===== config.mk =====
export PLATFORM = sky130hd
export DESIGN_NAME = fft_mag_store
export DESIGN_NICKNAME = d
export VERILOG_FILES = /design/src/rtl/fft_pkg.sv /design/src/rtl/fft_mag_sq.sv /design/src/rtl/fft_mag_store.sv
export SDC_FILE = /design/constraint.sdc
export NUM_CORES = 1
export LEC_CHECK = 0
export CORE_AREA = 2 2 390 199
export CTS_CLUSTER_DIAMETER = 120
export DETAILED_ROUTE_END_ITERATION = 7
export DIE_AREA = 0 0 392 201
export PLACE_DENSITY = 0.56
export SLEW_MARGIN = 10
export SYNTH_ARGS = -nofsm -noshare
export SYNTH_HDL_FRONTEND = slang
export SYNTH_SLANG_ARGS = --single-unit

===== constraint.sdc =====
create_clock -name clk -period 5.5 [get_ports clk]
set_clock_uncertainty 0.2 [all_clocks]
set_input_delay 1.375 -clock clk [delete_from_list [all_inputs] [get_ports clk]]
set_output_delay 1.375 -clock clk [all_outputs]
set_load 0.02 [all_outputs]

===== src/rtl/fft_pkg.sv =====
// Shared types and defaults for the FFT magnitude store: state encoding,
// default frame/data sizes and the magnitude-width helper.
package fft_pkg;

  typedef enum logic [1:0] {
    ST_IDLE    = 2'd0,
    ST_CAPTURE = 2'd1,
    ST_DRAIN   = 2'd2,
    ST_DONE    = 2'd3
  } state_t;

  localparam int N_POINTS_DEF = 1024;
  localparam int DATA_W_DEF   = 16;

  function automatic int mag_w(input int data_w);
    return 2 * data_w;
  endfunction

endpackage


===== src/rtl/fft_mag_sq.sv =====
// Two-stage squared-magnitude pipeline: stage 1 squares re and im, stage 2 sums.
// Valid and bin index travel alongside the data.
module fft_mag_sq
  import fft_pkg::*;
#(
  parameter int DATA_W = DATA_W_DEF,
  parameter int ADDR_W = 10,
  parameter int MAG_W  = mag_w(DATA_W)
) (
  input  logic              clk,
  input  logic              rst_n,
  input  logic              i_valid,
  input  logic [DATA_W-1:0] i_re,
  input  logic [DATA_W-1:0] i_im,
  input  logic [ADDR_W-1:0] i_idx,
  output logic              o_s1_valid,
  output logic              o_valid,
  output logic [ADDR_W-1:0] o_idx,
  output logic [MAG_W-1:0]  o_mag
);

  localparam int SQ_W = 2 * DATA_W - 1;

  // A square never exceeds 2^(2*DATA_W-2), so a (2*DATA_W-1)-bit product is exact.
  logic signed [SQ_W-1:0] w_re_ext;
  logic signed [SQ_W-1:0] w_im_ext;
  logic signed [SQ_W-1:0] w_re_prod;
  logic signed [SQ_W-1:0] w_im_prod;
  logic [MAG_W-1:0]       w_sum;

  logic [SQ_W-1:0]   r_re_sq;
  logic [SQ_W-1:0]   r_im_sq;
  logic              r_v1;
  logic [ADDR_W-1:0] r_idx1;
  logic              r_v2;
  logic [ADDR_W-1:0] r_idx2;
  logic [MAG_W-1:0]  r_mag;

  assign w_re_ext  = {{(DATA_W-1){i_re[DATA_W-1]}}, i_re};
  assign w_im_ext  = {{(DATA_W-1){i_im[DATA_W-1]}}, i_im};
  assign w_re_prod = w_re_ext * w_re_ext;
  assign w_im_prod = w_im_ext * w_im_ext;
  assign w_sum     = {{(MAG_W-SQ_W){1'b0}}, r_re_sq} + {{(MAG_W-SQ_W){1'b0}}, r_im_sq};

  // Pipeline registers for both stages.
  always_ff @(posedge clk or negedge rst_n) begin
    if (!rst_n) begin
      r_re_sq <= '0;
      r_im_sq <= '0;
      r_v1    <= 1'b0;
      r_idx1  <= '0;
      r_v2    <= 1'b0;
      r_idx2  <= '0;
      r_mag   <= '0;
    end else begin
      r_re_sq <= $unsigned(w_re_prod);
      r_im_sq <= $unsigned(w_im_prod);
      r_v1    <= i_valid;
      r_idx1  <= i_idx;
      r_v2    <= r_v1;
      r_idx2  <= r_idx1;
      r_mag   <= w_sum;
    end
  end

  assign o_s1_valid = r_v1;
  assign o_valid    = r_v2;
  assign o_idx      = r_idx2;
  assign o_mag      = r_mag;

endmodule


===== src/rtl/fft_mag_store.sv =====
// Captures one FFT frame after an fft_valid rising edge, writes |X|^2 per bin to RAM
// and pulses fft_shutdown when done. Peak tracker is built only with FFT_MAG_PEAK_EN.
module fft_mag_store
  import fft_pkg::*;
#(
  parameter int N_POINTS = N_POINTS_DEF,
  parameter int DATA_W   = DATA_W_DEF,
  parameter int ADDR_W   = $clog2(N_POINTS),
  parameter int MAG_W    = mag_w(DATA_W)
) (
  input  logic              clk,
  input  logic              rst_n,
  input  logic              i_fft_valid,
  input  logic [DATA_W-1:0] i_s_re,
  input  logic [DATA_W-1:0] i_s_im,
  input  logic              i_s_tvalid,
  input  logic              i_s_tlast,
  output logic              o_s_tready,
  output logic              o_ram_we,
  output logic [ADDR_W-1:0] o_ram_addr,
  output logic [MAG_W-1:0]  o_ram_wdata,
  output logic              o_fft_shutdown,
  output logic              o_frame_err,
  output logic [ADDR_W-1:0] o_peak_addr,
  output logic [MAG_W-1:0]  o_peak_mag
);

  state_t            r_state;
  logic              r_fv_d;
  logic              r_armed;
  logic [ADDR_W-1:0] r_cnt;
  logic              r_tready;
  logic              r_shutdown;
  logic              r_frame_err;

  logic              w_hs;
  logic              w_is_last;
  logic              w_start;
  logic              w_s1_valid;
  logic              w_pipe_valid;
  logic [ADDR_W-1:0] w_pipe_idx;
  logic [MAG_W-1:0]  w_pipe_mag;

  assign w_hs      = i_s_tvalid & r_tready;
  assign w_is_last = (r_cnt == ADDR_W'(N_POINTS - 1));
  // The first sampled level after reset only primes the edge detector, so a
  // level held high across reset is not mistaken for a new edge.
  assign w_start   = (r_state == ST_IDLE) & r_armed & i_fft_valid & ~r_fv_d;

  fft_mag_sq #(
    .DATA_W (DATA_W),
    .ADDR_W (ADDR_W),
    .MAG_W  (MAG_W)
  ) u_mag_sq (
    .clk        (clk),
    .rst_n      (rst_n),
    .i_valid    (w_hs),
    .i_re       (i_s_re),
    .i_im       (i_s_im),
    .i_idx      (r_cnt),
    .o_s1_valid (w_s1_valid),
    .o_valid    (w_pipe_valid),
    .o_idx      (w_pipe_idx),
    .o_mag      (w_pipe_mag)
  );

  // Control FSM with bin counter, tlast check and registered handshake/status outputs.
  always_ff @(posedge clk or negedge rst_n) begin
    if (!rst_n) begin
      r_state     <= ST_IDLE;
      r_fv_d      <= 1'b0;
      r_armed     <= 1'b0;
      r_cnt       <= '0;
      r_tready    <= 1'b0;
      r_shutdown  <= 1'b0;
      r_frame_err <= 1'b0;
    end else begin
      r_fv_d  <= i_fft_valid;
      r_armed <= 1'b1;
      case (r_state)
        ST_IDLE: begin
          r_shutdown <= 1'b0;
          if (w_start) begin
            r_cnt       <= '0;
            r_frame_err <= 1'b0;
            r_tready    <= 1'b1;
            r_state     <= ST_CAPTURE;
          end else begin
            r_tready <= 1'b0;
          end
        end
        ST_CAPTURE: begin
          if (w_hs) begin
            r_cnt <= r_cnt + ADDR_W'(1);
            if (i_s_tlast != w_is_last) begin
              r_frame_err <= 1'b1;
            end
            if (w_is_last) begin
              r_tready <= 1'b0;
              r_state  <= ST_DRAIN;
            end
          end
        end
        ST_DRAIN: begin
          // Stage 1 empty means the last write retires on this edge.
          if (!w_s1_valid) begin
            r_shutdown <= 1'b1;
            r_state    <= ST_DONE;
          end
        end
        ST_DONE: begin
          r_shutdown <= 1'b0;
          r_state    <= ST_IDLE;
        end
        default: begin
          r_tready   <= 1'b0;
          r_shutdown <= 1'b0;
          r_state    <= ST_IDLE;
        end
      endcase
    end
  end

  assign o_s_tready     = r_tready;
  assign o_fft_shutdown = r_shutdown;
  assign o_frame_err    = r_frame_err;
  assign o_ram_we       = w_pipe_valid;
  assign o_ram_addr     = w_pipe_idx;
  assign o_ram_wdata    = w_pipe_mag;

`ifdef FFT_MAG_PEAK_EN
  logic [ADDR_W-1:0] r_peak_addr;
  logic [MAG_W-1:0]  r_peak_mag;
  logic              w_cand;

  // DC and the mirrored upper half are not candidates.
  assign w_cand = w_pipe_valid & (w_pipe_idx != '0) & (w_pipe_idx < ADDR_W'(N_POINTS / 2));

  // Peak tracker; strict compare keeps the lowest index on ties.
  always_ff @(posedge clk or negedge rst_n) begin
    if (!rst_n) begin
      r_peak_addr <= '0;
      r_peak_mag  <= '0;
    end else if (w_start) begin
      r_peak_addr <= '0;
      r_peak_mag  <= '0;
    end else if (w_cand && (w_pipe_mag > r_peak_mag)) begin
      r_peak_addr <= w_pipe_idx;
      r_peak_mag  <= w_pipe_mag;
    end else begin
      r_peak_addr <= r_peak_addr;
      r_peak_mag  <= r_peak_mag;
    end
  end

  assign o_peak_addr = r_peak_addr;
  assign o_peak_mag  = r_peak_mag;
`else
  assign o_peak_addr = '0;
  assign o_peak_mag  = '0;
`endif

endmodule


Fig. 1: run 1, M1 wires
Supply wires on this layer in gray.
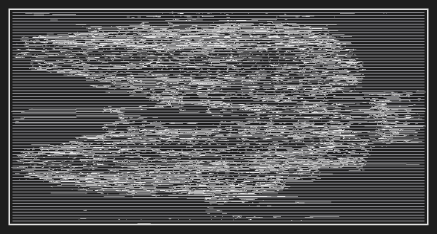
- wire length on this layer: 30.9 mm
- nets with wire on the layer: 3,336
- main direction: horizontal
- longest straight run: 112 µm
- share of all routed wire: 55%

Fig. 2: run 1, the metal 2 layer
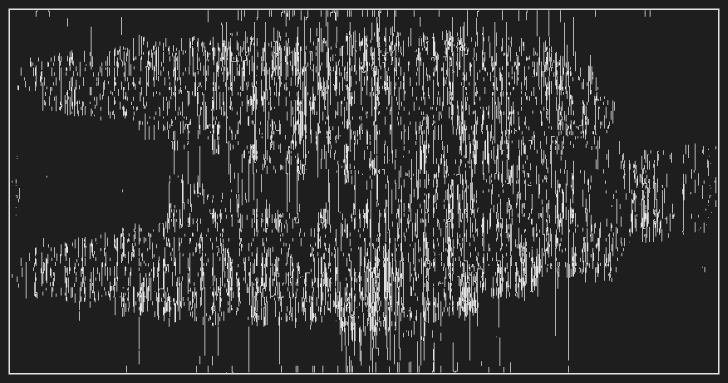
- main direction: vertical
- nets with wire on the layer: 3,010

Fig. 3: run 1, met3 routing
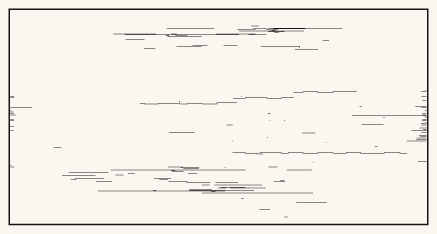
- share of all routed wire: 4.1%
- nets with wire on the layer: 103
- main direction: horizontal
- longest straight run: 127 µm
- wire length on this layer: 2,330 µm

==> results.txt, run 1 <==
fresh numbers from the pnr run: clock buffer depth 2, yosys stat cell total 2,286, Max Slew Vio Count 0, TritonRoute pass-1 iters 5, R2R Setup Slk 2.01 ns, WP data arrival 6.92 ns, TritonCTS buffer count 17, Yosys chip area 22,400 µm², Hold EP u_mag_sq.o_idx[3], vias per cell 4.14, Layout clock area frac 1.94%, placed inst area 27,800 µm², Final min period 6.80 ns, non-clock buffer share of cell area 17.1%, critical path depth 22, logic area 17,700 µm², Taps Inserted 1,036, grt met3 use 2.63%, Crit path required time 5.62 ns, worst path bufs/invs 6, Post-synth EDFFs 0, Post-synth ARST share 100%, AO/OA Area Share 6.00%, Total GRT Usage 15.2%, Inst Count DP 3,763, final wirelength 56,400 µm, Worst Hold Launch u_mag_sq.r_idx1[3], routed wl met2 22,600 µm, vias in the first global route 17,600, Synth mux share 0.201%, met3 wire length 2330 µm, met1 Usage GRT 24.9%, pin count of the biggest net entering global routing 49, flop count 131, post-DP HPWL 48,400 µm, largest fanout on the critical path 5, chip area 78,800 µm², register area 3280 µm², die span in x 392 µm, number of port buffers 82, RSZ-0062 raised after global routing yes, IO Count 125, detailed-route wire length per cell 14.5 µm, Setup Fix Bufs, Post-CTS 83, logic share of the area 57.7%, Registers, synthesis 131, failing checks setup timing, CTS H-tree lvls 4, Setup-failing EPs final 42, CP endpoint kind flip-flop, Fill cells 7,469, total global routing overflow 0, largest family of logic cells by area adder cells, Seq share, synth 14.7%, Max stage delay on crit path 0.53 ns, Worst Hold Class flip-flop to flip-flop, worst reg2reg path depth 10, Non-Clock Inverter Count 652, max cap viols 0, crit path kind primary input to flip-flop, clkbuf count 19, Synth area leader fa_1, met1 wire length 30,900 µm, clock transition at the registers of the reported paths 0.06 ns, Post-synth top flop dfrtp_1, initial DRC count 828, final design area excluding fillers 30,600 µm², Hold Violations, Final 0, layout cells sized above 1 30.5%, Clock Sinks 131, worst path cell trace buf_12, buf_12, and2_4, fa_1, inv_1, fa_1, fa_1, inv_2, fa_1, fa_1, inv_2, fa_1, inv_2, ha_4, nand3_4, or3_4, a31o_4, a21oi_4, a2111oi_4, o41ai_2, a21oi_1, xnor2_1, first-pass GRT wire length 94,400 µm, top cells by area fa_1, dfrtp_1, ha_1, inv_1, xnor2_1, Core Box Area 75,900 µm², Final Non-Filler Cells 3,897, Final WS setup -1.30 ns, antenna violations before repair 1, max reg flops 32, busiest grt layer met1, Place WS -2.33 ns, most frequent logic cell in the layout inv_1, Seq/total area 10.7%, Late-Pin Clk Latency 0.44 ns, Setup crit start i_s_re[8], Clock Root Buffer clkbuf_16, Synth Area in XOR/XNOR 4.82%, status finished with violations
run 1: worst register-to-register path: cells and delay by family, from the launching register on:
| kind | cells | cell delay [ns] |
|---|---|---|
| AND-OR/OR-AND | 7 | 1.99 |
| flip-flops | 1 | 0.38 |
| AND/OR/NAND/NOR | 1 | 0.35 |
| adder cells (fa/ha/maj) | 1 | 0.33 |
| XOR/XNOR | 1 | 0.16 |
==> inputs of run 2 (changes only) <==
==> constraint.sdc (replaced) <==
create_clock -name clk -period 5.5 [get_ports clk]
set_clock_uncertainty 0.2 [all_clocks]
set_input_delay 1.375 -clock clk [delete_from_list [all_inputs] [get_ports clk]]
set_output_delay 1.375 -clock clk [all_outputs]
set_load 0.05 [all_outputs]
==> run 2 against run 1 <==
The run still ends with setup timing left. Fmax unchanged. Worst hold slack unchanged. Via count stayed put. First-iteration DRC count did not move.
==> results.txt, run 2 <==
fresh numbers from the pnr run: Non-Clock Inverter Count 652 (unchanged), worst path cell trace buf_12, buf_12, and2_4, fa_1, inv_1, fa_1, fa_1, inv_2, fa_1, fa_1, inv_2, fa_1, inv_2, ha_4, nand3_4, or3_4, a31o_4, a21oi_4, a2111oi_4, o41ai_2, a21oi_1, xnor2_1 (unchanged), largest family of logic cells by area adder cells (unchanged), Yosys chip area 22,400 µm² (unchanged), clock buffer depth 2 (unchanged), Final min period 6.80 ns (unchanged), worst path bufs/invs 6 (unchanged), R2R Setup Slk 2.01 ns (about the same), antenna violations before repair 1 (unchanged), Setup Fix Bufs, Post-CTS 83 (unchanged), Clock Root Buffer clkbuf_16 (unchanged), CTS H-tree lvls 4 (unchanged), met3 wire length 2330 µm (unchanged), Final WS setup -1.30 ns (unchanged), failing checks setup timing (unchanged), busiest grt layer met1 (unchanged), vias per cell 4.14 (unchanged), worst relative slew slack 59.0% (unchanged), IO Count 125 (unchanged), Post-synth EDFFs 0 (unchanged), Max stage delay on crit path 0.53 ns (about the same), Late-Pin Clk Latency 0.44 ns (about the same), Fill cells 7,469 (unchanged), Synth Area in XOR/XNOR 4.82% (unchanged), Total GRT Usage 15.2% (unchanged), top cells by area fa_1, dfrtp_1, ha_1, inv_1, xnor2_1 (unchanged), most frequent logic cell in the layout inv_1 (unchanged), Post-synth ARST share 100% (unchanged), AO/OA Area Share 6.00% (unchanged), Worst Hold Class flip-flop to flip-flop (unchanged), number of diodes 1 (unchanged), Setup-failing EPs final 42 (unchanged), RSZ-0062 raised after global routing yes (unchanged), cell mode on critical path fa_1 (unchanged), logic share of the area 57.7% (unchanged), post-DP HPWL 48,400 µm (unchanged), final design area excluding fillers 30,600 µm² (unchanged), pin count of the biggest net entering global routing 49 (unchanged), initial DRC count 828 (unchanged), largest fanout on the critical path 5 (unchanged), total global routing overflow 0 (unchanged), status finished with violations (unchanged), Post-synth top flop dfrtp_1 (unchanged), Crit path required time 5.62 ns (about the same), Post-CTS Resized 367 (unchanged), clock transition at the registers of the reported paths 0.06 ns (about the same), Seq/total area 10.7% (unchanged), Hold Violations, Final 0 (unchanged), layout cells sized above 1 30.5% (unchanged), WP data arrival 6.92 ns (about the same), fmax 147 MHz (unchanged), Seq share, synth 14.7% (unchanged), first-pass GRT wire length 94,400 µm (unchanged), CP endpoint kind flip-flop (unchanged), vias in the first global route 17,600 (unchanged), routed wl met2 22,600 µm (unchanged), max cap viols 0 (unchanged), non-clock buffer share of cell area 17.1% (unchanged), met1 Usage GRT 24.9% (unchanged), logic area 17,700 µm² (unchanged), die span in x 392 µm (unchanged), Layout clock area frac 1.94% (unchanged), Max Slew Vio Count 0 (unchanged), Place WS -2.33 ns (unchanged), Synth mux share 0.201% (unchanged), max reg flops 32 (unchanged), number of port buffers 82 (unchanged), register area 3280 µm² (unchanged), yosys stat cell total 2,286 (unchanged), FA/HA/MAJ Cells, Area Fraction 52.6% (unchanged), TritonRoute pass-1 iters 5 (unchanged), met1 wire length 30,900 µm (unchanged), Taps Inserted 1,036 (unchanged), placed inst area 27,800 µm² (unchanged)
run 2: metrics by stage:
step / instances
CTS: 3876
global placement: 3763
finish: 3897
global route: 3896
detailed placement: 3763
floorplan: 2327
run 2: worst paths after layout:
path                                          start              endpoint  cells past startpoint
worst max-delay path                      i_s_re[8]  u_mag_sq.r_re_sq[30]                     22
worst min-delay path             u_mag_sq.r_idx1[3]     u_mag_sq.o_idx[3]                      0
worst max register to register  u_mag_sq.r_re_sq[3]    u_mag_sq.o_mag[30]                     10
worst min register to register   u_mag_sq.r_idx1[3]     u_mag_sq.o_idx[3]                      0
max in group asynchronous                     rst_n    u_mag_sq.o_mag[31]                      2
min in group asynchronous                     rst_n                r_fv_d                      1
Fig. 4: run 2, clock routing
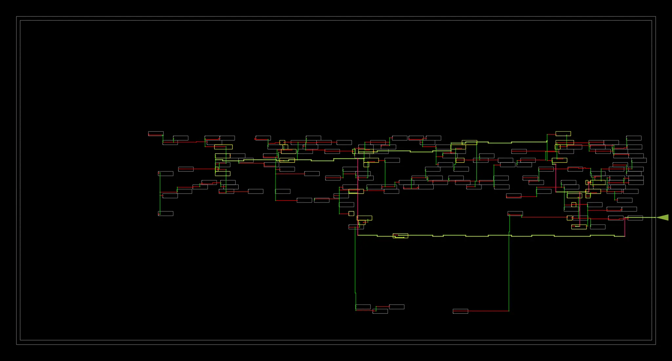
TritonCTS buffer count: 17
clkbuf count: 19
Clock Sinks: 131
flop count: 131

Fig. 5: run 2, the metal 2 layer
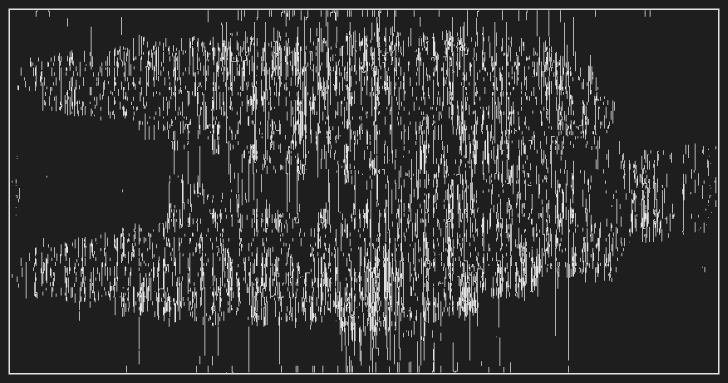
- nets with wire on the layer: 3,010
- share of all routed wire: 40%
- main direction: vertical
- longest straight run: 94.2 µm
- wire length on this layer: 22.6 mm

Fig. 6: run 2, met3 routing
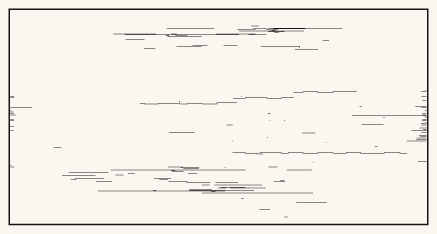
- share of all routed wire: 4.1%
- main direction: horizontal
- longest straight run: 127 µm
grt met3 use: 2.63%
final wirelength: 56,400 µm
via count: 16,100

